===== config.mk =====
export PLATFORM = sky130hd
export DESIGN_NAME = outer1bits_fill
export DESIGN_NICKNAME = d
export VERILOG_FILES = /design/src/rtl/outer1bits_pkg.sv /design/src/rtl/onehot2therm.sv /design/src/rtl/outer1bits_fill.sv
export SDC_FILE = /design/constraint.sdc
export NUM_CORES = 1
export LEC_CHECK = 0
export ABC_CLOCK_PERIOD_IN_PS = 2200
export CORE_ASPECT_RATIO = 2
export CORE_MARGIN = 3
export CORE_UTILIZATION = 50
export DETAILED_ROUTE_END_ITERATION = 6
export GPL_TIMING_DRIVEN = 1
export PLACE_DENSITY = 0.84
export REMOVE_ABC_BUFFERS = 1
export SLEW_MARGIN = 20
export SYNTH_ARGS = -nofsm -noshare
export SYNTH_HDL_FRONTEND = slang
export SYNTH_SLANG_ARGS = --single-unit

===== constraint.sdc =====
create_clock -name clk_i -period 2.2 [get_ports clk_i]
set_input_delay 0.44 -clock clk_i [delete_from_list [all_inputs] [get_ports clk_i]]
set_output_delay 0.44 -clock clk_i [all_outputs]
set_load 0.005 [all_outputs]

===== src/rtl/outer1bits_pkg.sv =====
// Shared types and helpers for the outer1bits fill path: one-hot checks and index conversion.
package outer1bits_pkg;

    localparam int unsigned WIDTH_DEF = 4;
    // Helpers take a wide vector so any WIDTH up to MAX_W can reuse them via a cast.
    localparam int unsigned MAX_W     = 32;

    typedef struct packed {
        logic [WIDTH_DEF-1:0]         therm_l;
        logic [WIDTH_DEF-1:0]         therm_r;
        logic [$clog2(WIDTH_DEF)-1:0] idx_l;
        logic [$clog2(WIDTH_DEF)-1:0] idx_r;
        logic                         zero_both;
        logic                         bad;
    } fill_s1_t;

    function automatic logic is_onehot(input logic [MAX_W-1:0] v);
        int unsigned n;
        n = 0;
        for (int i = 0; i < MAX_W; i++) begin
            if (v[i]) n++;
        end
        return (n == 1);
    endfunction

    function automatic int unsigned onehot2idx(input logic [MAX_W-1:0] v);
        int unsigned idx;
        idx = 0;
        for (int i = 0; i < MAX_W; i++) begin
            if (v[i]) idx = unsigned'(i);
        end
        return idx;
    endfunction

endpackage


===== src/rtl/onehot2therm.sv =====
// Combinational one-hot to thermometer code, bit index and one-hot flag.
module onehot2therm
    import outer1bits_pkg::*;
#(
    parameter int unsigned WIDTH = WIDTH_DEF,
    // DIR=0: therm[i]=1 for i<=pos (MSB-side bound); DIR=1: therm[i]=1 for i>=pos (LSB-side bound)
    parameter bit          DIR   = 1'b0
) (
    input  logic [WIDTH-1:0]         oh_i,
    output logic [WIDTH-1:0]         therm_o,
    output logic [$clog2(WIDTH)-1:0] idx_o,
    output logic                     onehot_o
);

    localparam int unsigned IW = $clog2(WIDTH);

    logic [WIDTH-1:0] fill;
    logic             acc;

    always_comb begin
        fill = '0;
        acc  = 1'b0;
        if (!DIR) begin
            for (int i = WIDTH - 1; i >= 0; i--) begin
                acc     = acc | oh_i[i];
                fill[i] = acc;
            end
        end else begin
            for (int i = 0; i < WIDTH; i++) begin
                acc     = acc | oh_i[i];
                fill[i] = acc;
            end
        end
        onehot_o = is_onehot(MAX_W'(oh_i));
        idx_o    = IW'(onehot2idx(MAX_W'(oh_i)));
        therm_o  = onehot_o ? fill : '0;
    end

endmodule


===== src/rtl/outer1bits_fill.sv =====
// Rebuilds the inclusive fill mask between one-hot left/right positions, plus its popcount.
module outer1bits_fill
    import outer1bits_pkg::*;
#(
    parameter int unsigned WIDTH = WIDTH_DEF
) (
    input  logic                       clk_i,
    input  logic                       rstn_i,
    input  logic                       data_val_i,
    input  logic [WIDTH-1:0]           data_left_i,
    input  logic [WIDTH-1:0]           data_right_i,
    output logic                       data_val_o,
    output logic [WIDTH-1:0]           data_o,
    output logic [$clog2(WIDTH+1)-1:0] span_o,
    output logic                       error_o
);

    localparam int unsigned IW = $clog2(WIDTH);
    localparam int unsigned SW = $clog2(WIDTH+1);

    typedef struct packed {
        logic [WIDTH-1:0] therm_l;
        logic [WIDTH-1:0] therm_r;
        logic [IW-1:0]    idx_l;
        logic [IW-1:0]    idx_r;
        logic             zero_both;
        logic             bad;
    } s1_t;

    logic             val_a_q, val_b_q, val_o_q;
    logic [WIDTH-1:0] left_a_d, left_a_q, right_a_d, right_a_q;
    s1_t              s1_d, s1_q;
    logic [WIDTH-1:0] data_d, data_q;
    logic [SW-1:0]    span_d, span_q;
    logic             err_d, err_q;

    logic [WIDTH-1:0] therm_l, therm_r;
    logic [IW-1:0]    idx_l, idx_r;
    logic             oh_l, oh_r;

    onehot2therm #(.WIDTH(WIDTH), .DIR(1'b0)) u_therm_l (
        .oh_i     (left_a_q),
        .therm_o  (therm_l),
        .idx_o    (idx_l),
        .onehot_o (oh_l)
    );

    onehot2therm #(.WIDTH(WIDTH), .DIR(1'b1)) u_therm_r (
        .oh_i     (right_a_q),
        .therm_o  (therm_r),
        .idx_o    (idx_r),
        .onehot_o (oh_r)
    );

    always_comb begin
        left_a_d  = data_val_i ? data_left_i  : left_a_q;
        right_a_d = data_val_i ? data_right_i : right_a_q;

        s1_d = s1_q;
        if (val_a_q) begin
            s1_d.therm_l   = therm_l;
            s1_d.therm_r   = therm_r;
            s1_d.idx_l     = idx_l;
            s1_d.idx_r     = idx_r;
            s1_d.zero_both = (left_a_q == '0) && (right_a_q == '0);
            s1_d.bad       = !s1_d.zero_both && !(oh_l && oh_r && (idx_l >= idx_r));
        end

        data_d = data_q;
        span_d = span_q;
        err_d  = err_q;
        if (val_b_q) begin
            err_d = s1_q.bad;
            if (s1_q.bad || s1_q.zero_both) begin
                data_d = '0;
                span_d = '0;
            end else begin
                data_d = s1_q.therm_l & s1_q.therm_r;
                span_d = SW'(s1_q.idx_l) - SW'(s1_q.idx_r) + SW'(1);
            end
        end
    end

    always_ff @(posedge clk_i or negedge rstn_i) begin
        if (!rstn_i) begin
            val_a_q   <= 1'b0;
            val_b_q   <= 1'b0;
            val_o_q   <= 1'b0;
            left_a_q  <= '0;
            right_a_q <= '0;
            s1_q      <= '0;
            data_q    <= '0;
            span_q    <= '0;
            err_q     <= 1'b0;
        end else begin
            val_a_q   <= data_val_i;
            val_b_q   <= val_a_q;
            val_o_q   <= val_b_q;
            left_a_q  <= left_a_d;
            right_a_q <= right_a_d;
            s1_q      <= s1_d;
            data_q    <= data_d;
            span_q    <= span_d;
            err_q     <= err_d;
        end
    end

    assign data_val_o = val_o_q;
    assign data_o     = data_q;
    assign span_o     = span_q;
    assign error_o    = err_q;

endmodule

Fig. 1: run 1, M1 wires
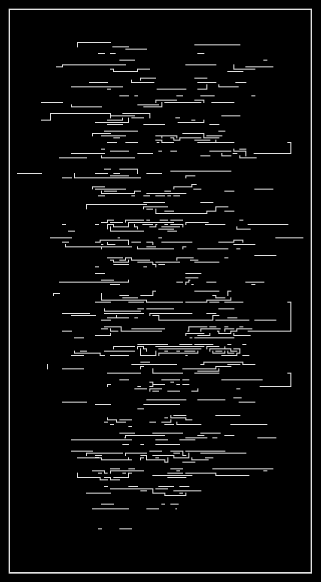
main direction: horizontal
nets with wire on the layer: 184
wire length on this layer: 1130 um

Fig. 2: run 1, metal 3
Scale bar: 10 um.
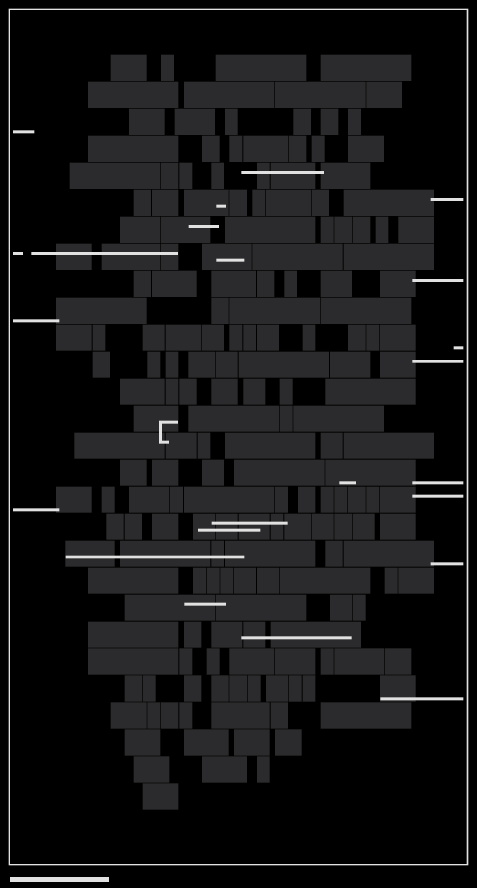
main direction: horizontal
longest straight run: 17.7 um

Fig. 3: run 1, congestion heat map
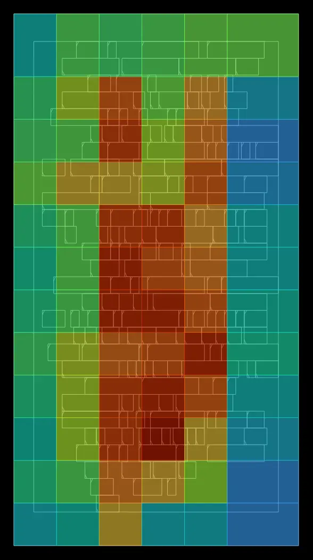
post-layout util: 64.5%
M3 GR Usage: 5.46%

## run 1: power by group
group          total, mW  switching [mW]  internal, mW  leakage [nW]
sequential         0.731          0.0566         0.674         0.411
combinational      0.321           0.162         0.158         0.422
clock              0.432           0.213         0.219        0.0450
## run 1: sequential cells by signal (all words and copies together) (netlist names)
| signal | count |
|---|---|
| s1_q | 14 |
| data_o | 4 |
| left_a_q | 4 |
| right_a_q | 4 |
| span_o | 3 |
| data_val_o | 1 |
| error_o | 1 |
| val_a_q | 1 |
| val_b_q | 1 |
## run 1: metal layers
metal	vias up	track usage (%)	share of wire [%]	wire length (um)
met2	29	32.4	57	1820
met1	578	18.6	36	1130
met5	-	0	0	0
li1	580	-	-	-
met3	8	5.46	3.9	125
met4	0	10.4	3.1	99
==> qor.txt, run 1 <==
post-CTS sizing = 0
Inserted Clock Buffers = 5
share of post-route cells with drive strength above 1 = 12.0%
count of cell types in the netlist = 29
Reg2Reg Depth = 8
Comb area share = 34.8%
FP Core Util = 53.2%
Placement Setup Slack = 0.0376 ns
Placer Congestion = 0.847
Post-Syn Area = 1600 um2
Placed Area = 1830 um2
Period minus WS final = 2.10 ns
FF/Latch Area = 826 um2
most instantiated library cell after synthesis = dfrtp_1
Reg2Reg Setup Slack = 0.10 ns
final setup margin = 0.104 ns
final wirelength = 3180 um
AO/OA Area Share = 13.0%
Die W = 46.0 um
dominant cell type by area after synthesis = dfrtp_1
Syn. warnings = 0
Syn Area/Cell = 10.1 um2
slowest stage cell, crit path = dfrtp_1
flop share of the area = 42.5%
fin cells = 214
Total Power = 1.48 mW
stage-log warning count = 29
Port Buffers = 19
Area contributors post-synth = dfrtp_1 52%, ha_1 10%, inv_1 6.3%, o21ai_0 5.0%, mux2_2 3.5%
Tot GR Track Use = 18.7%
Slew Limit Headroom = 68.9%
number of antenna diodes = 0
post-synthesis adder-cell area fraction = 10.1%
startpoint types = flop
clock skew = 0.0111 ns
P&R area growth vs syn = 21.3%
Tapcells = 30
Reg clk slew, reported paths = 0.07 ns
Placed Instances = 206
bufs w/o clock = 23
Core Rows = 28
CP arrival = 2.28 ns
Area leader share = 51.5%
dominant register cell = dfrtp_1
Yosys reg bits = 33
non-clk buf share = 11.3%
xor+xnor area frac = 3.20%
residual DRC count = 0
post-synthesis chip area from yosys = 1600 um2
fin. max-slew vios = 0
Clock Tree Buf Depth = 2
post-synthesis cell count = 159
Top cells excl fill/tap = 33 x dfrtp_1, 25 x inv_1, 19 x clkdlybuf4s50_1
vias per cell = 5.58
worst path bufs/invs = 1
Routed Antenna Nets = 0
Die Span Y = 86.1 um
Mux area share = 3.51%
WP depth = 8
final hold viol count = 0
pin count of the biggest net entering global routing = 34
hold_sp = error_o$_DFFE_PN0P_
CTS root buffer = clkbuf_8
# IOs = 20
Hold EP = error_o$_DFFE_PN0P_
Post-synth EDFFs = 0
hold_ws = 0.508 ns
Least-Margin Pin Slew = 0.465 ns
hold buffers post-CTS = 0
slowest stage delay, CP = 0.41 ns
max_cap viols = 0
pwr dens = 763 nW/um2
dominant kind of combinational cell = AND-OR/OR-AND gates
outcome = complete, no violations
Core Box Area = 3010 um2
# nets final = 207
Setup TNS Final = 0 ns
Fillers = 235
Fig. 4: run 1, register map, names as in the netlist
Scale bar: 10 um. Other sequential cells in the stronger gray, the rest of the logic in the fainter gray.
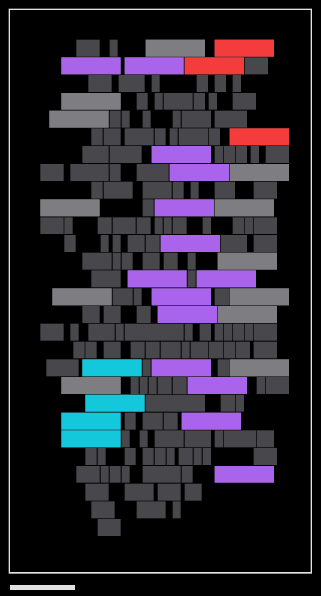

==> run 2: changes to the inputs <==
Settings changed: PLACE_DENSITY 0.84 to default, PLACE_DENSITY_LB_ADDON from default to 0.3.
Fig. 5: run 2, register map, names as in the netlist
Scale bar: 10 um. Other sequential cells in the stronger gray, the rest of the logic in the fainter gray.
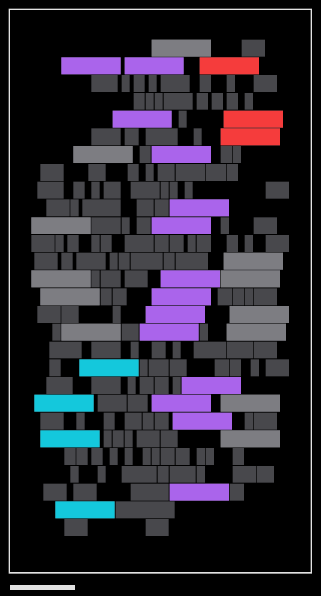
legend:
  cyan:
    signal: left_a_q
    flops: 4
    where: bottom left
  red:
    signal: span_o
    flops: 3
  purple:
    signal: s1_q
    flops: 14

==> run 2 against run 1 <==
Final area up 0.13%; via count down 0.50%; non-clock buffer count up 1; largest power group unchanged; critical endpoint unchanged; critical path depth down 1; sequential power about the same; hold slack better by 0.0017 ns; power down 0.57%; sequential cell count unchanged.
==> qor.txt, run 2 <==
setup bufs post-CTS = 0
vias per cell = 5.53
Period minus WS final = 2.09 ns
Biggest register = s1_q
highest layer used for signal routing = met4
flop share of the area = 42.4%
P&R area growth vs syn = 21.5%
Die W = 46.0 um
Top cell excl fill/tap = dfrtp_1
max_cap viols = 0
Placement Setup Slack = 0.0205 ns
Area leader share = 51.5%
outcome = complete, no violations
Core Rows = 28
grt met1 use = 18.0%
FP Core Util = 53.2%
Post-Syn Area = 1600 um2
# IOs = 20
Area contributors post-synth = dfrtp_1 52%, ha_1 10%, inv_1 6.3%, o21ai_0 5.0%, mux2_2 3.5%
post-synthesis chip area from yosys = 1600 um2
met2 WL = 1710 um
non-clk buf share = 11.7%
post-synthesis cell count = 159
Reg clk slew, reported paths = 0.07 ns
met3 wire len = 134 um
Iteration-0 DRC Markers = 33
bufs w/o clock = 24
slowest stage cell, crit path = dfrtp_1
residual DRC count = 0
stage-log warning count = 29
Yosys reg bits = 33
count of cell types in the netlist = 29
Reg2Reg Depth = 7
Reg2Reg Setup Slack = 0.11 ns
Inserted Clock Buffers = 5
pwr dens = 758 nW/um2
startpoint types = flop
max reg flops = 14
Core Box Area = 3010 um2
CTS root buffer = clkbuf_8
Port Buffers = 19
most instantiated library cell after synthesis = dfrtp_1
drt wl/cell = 14.3 um
hold_ws = 0.510 ns
Hold EP = s1_q[2]$_DFFE_PN0P_
post-CTS sizing = 0
Routed Antenna Nets = 0
logic area = 672 um2
Top cells excl fill/tap = 33 x dfrtp_1, 26 x inv_1, 19 x clkdlybuf4s50_1
Post-synth EDFFs = 0
number of antenna diodes = 0
Tot GR Track Use = 18.3%
# nets final = 208
Placer Congestion = 0.794
initial antenna violation count = 0
WP depth = 7
Die Span Y = 86.1 um
share of post-route cells with drive strength above 1 = 12.4%
hold buffers post-CTS = 0
Placed Area = 1830 um2
Least-Margin Pin Slew = 0.477 ns
Syn. warnings = 0
final setup margin = 0.109 ns
dominant register cell = dfrtp_1
Fillers = 252
final wirelength = 3070 um
final hold viol count = 0
pin count of the biggest net entering global routing = 34
fin. max-slew vios = 0
clock skew = 0.00853 ns
Clock Tree Buf Depth = 2
CP arrival = 2.26 ns
slowest stage delay, CP = 0.37 ns
worst path bufs/invs = 1
M3 GR Usage = 4.20%
Syn Area/Cell = 10.1 um2
met2 usage = 31.8%
post-layout util = 64.6%
reg2reg end = s1_q[0]$_DFFE_PN0P_
H-tree depth = 2
Tapcells = 30
FF/Latch Area = 826 um2
Slew Limit Headroom = 68.1%
dominant cell type by area after synthesis = dfrtp_1
Comb area share = 34.5%
global route hottest layer = met2
hold_sp = s1_q[2]$_DFFE_PN0P_
Metal-1 WL = 1090 um
-- run 2: cell counts after synthesis --
Identical to the previous run, type by type.
-- run 2: metrics by stage --
step	TNS, ns	total power, mW	cells
finish	0	1.48	215
global route	-0.00578	1.57	215
CTS	0	1.47	214
detailed placement	0	1.04	206
global placement	0	1.02	206
floorplan	0	0.918	153
-- run 2: where the power goes --
part | switching [mW] | total [mW] | internal (mW)
combinational | 0.166 | 0.325 | 0.159
clock | 0.204 | 0.423 | 0.219
sequential | 0.0539 | 0.728 | 0.674
-- run 2: cell families after synthesis --
logic type      Yosys count  synth area share [%]
compound gates           36                  13.0
simple gates             34                  10.3
buf+inv                  33                  8.27
flops                    33                  51.5
fa+ha+maj                13                  10.1
xor+xnor                  5                  3.20
mux                       5                  3.51
No activity file was given, so power comes from the tool's default toggle rates.
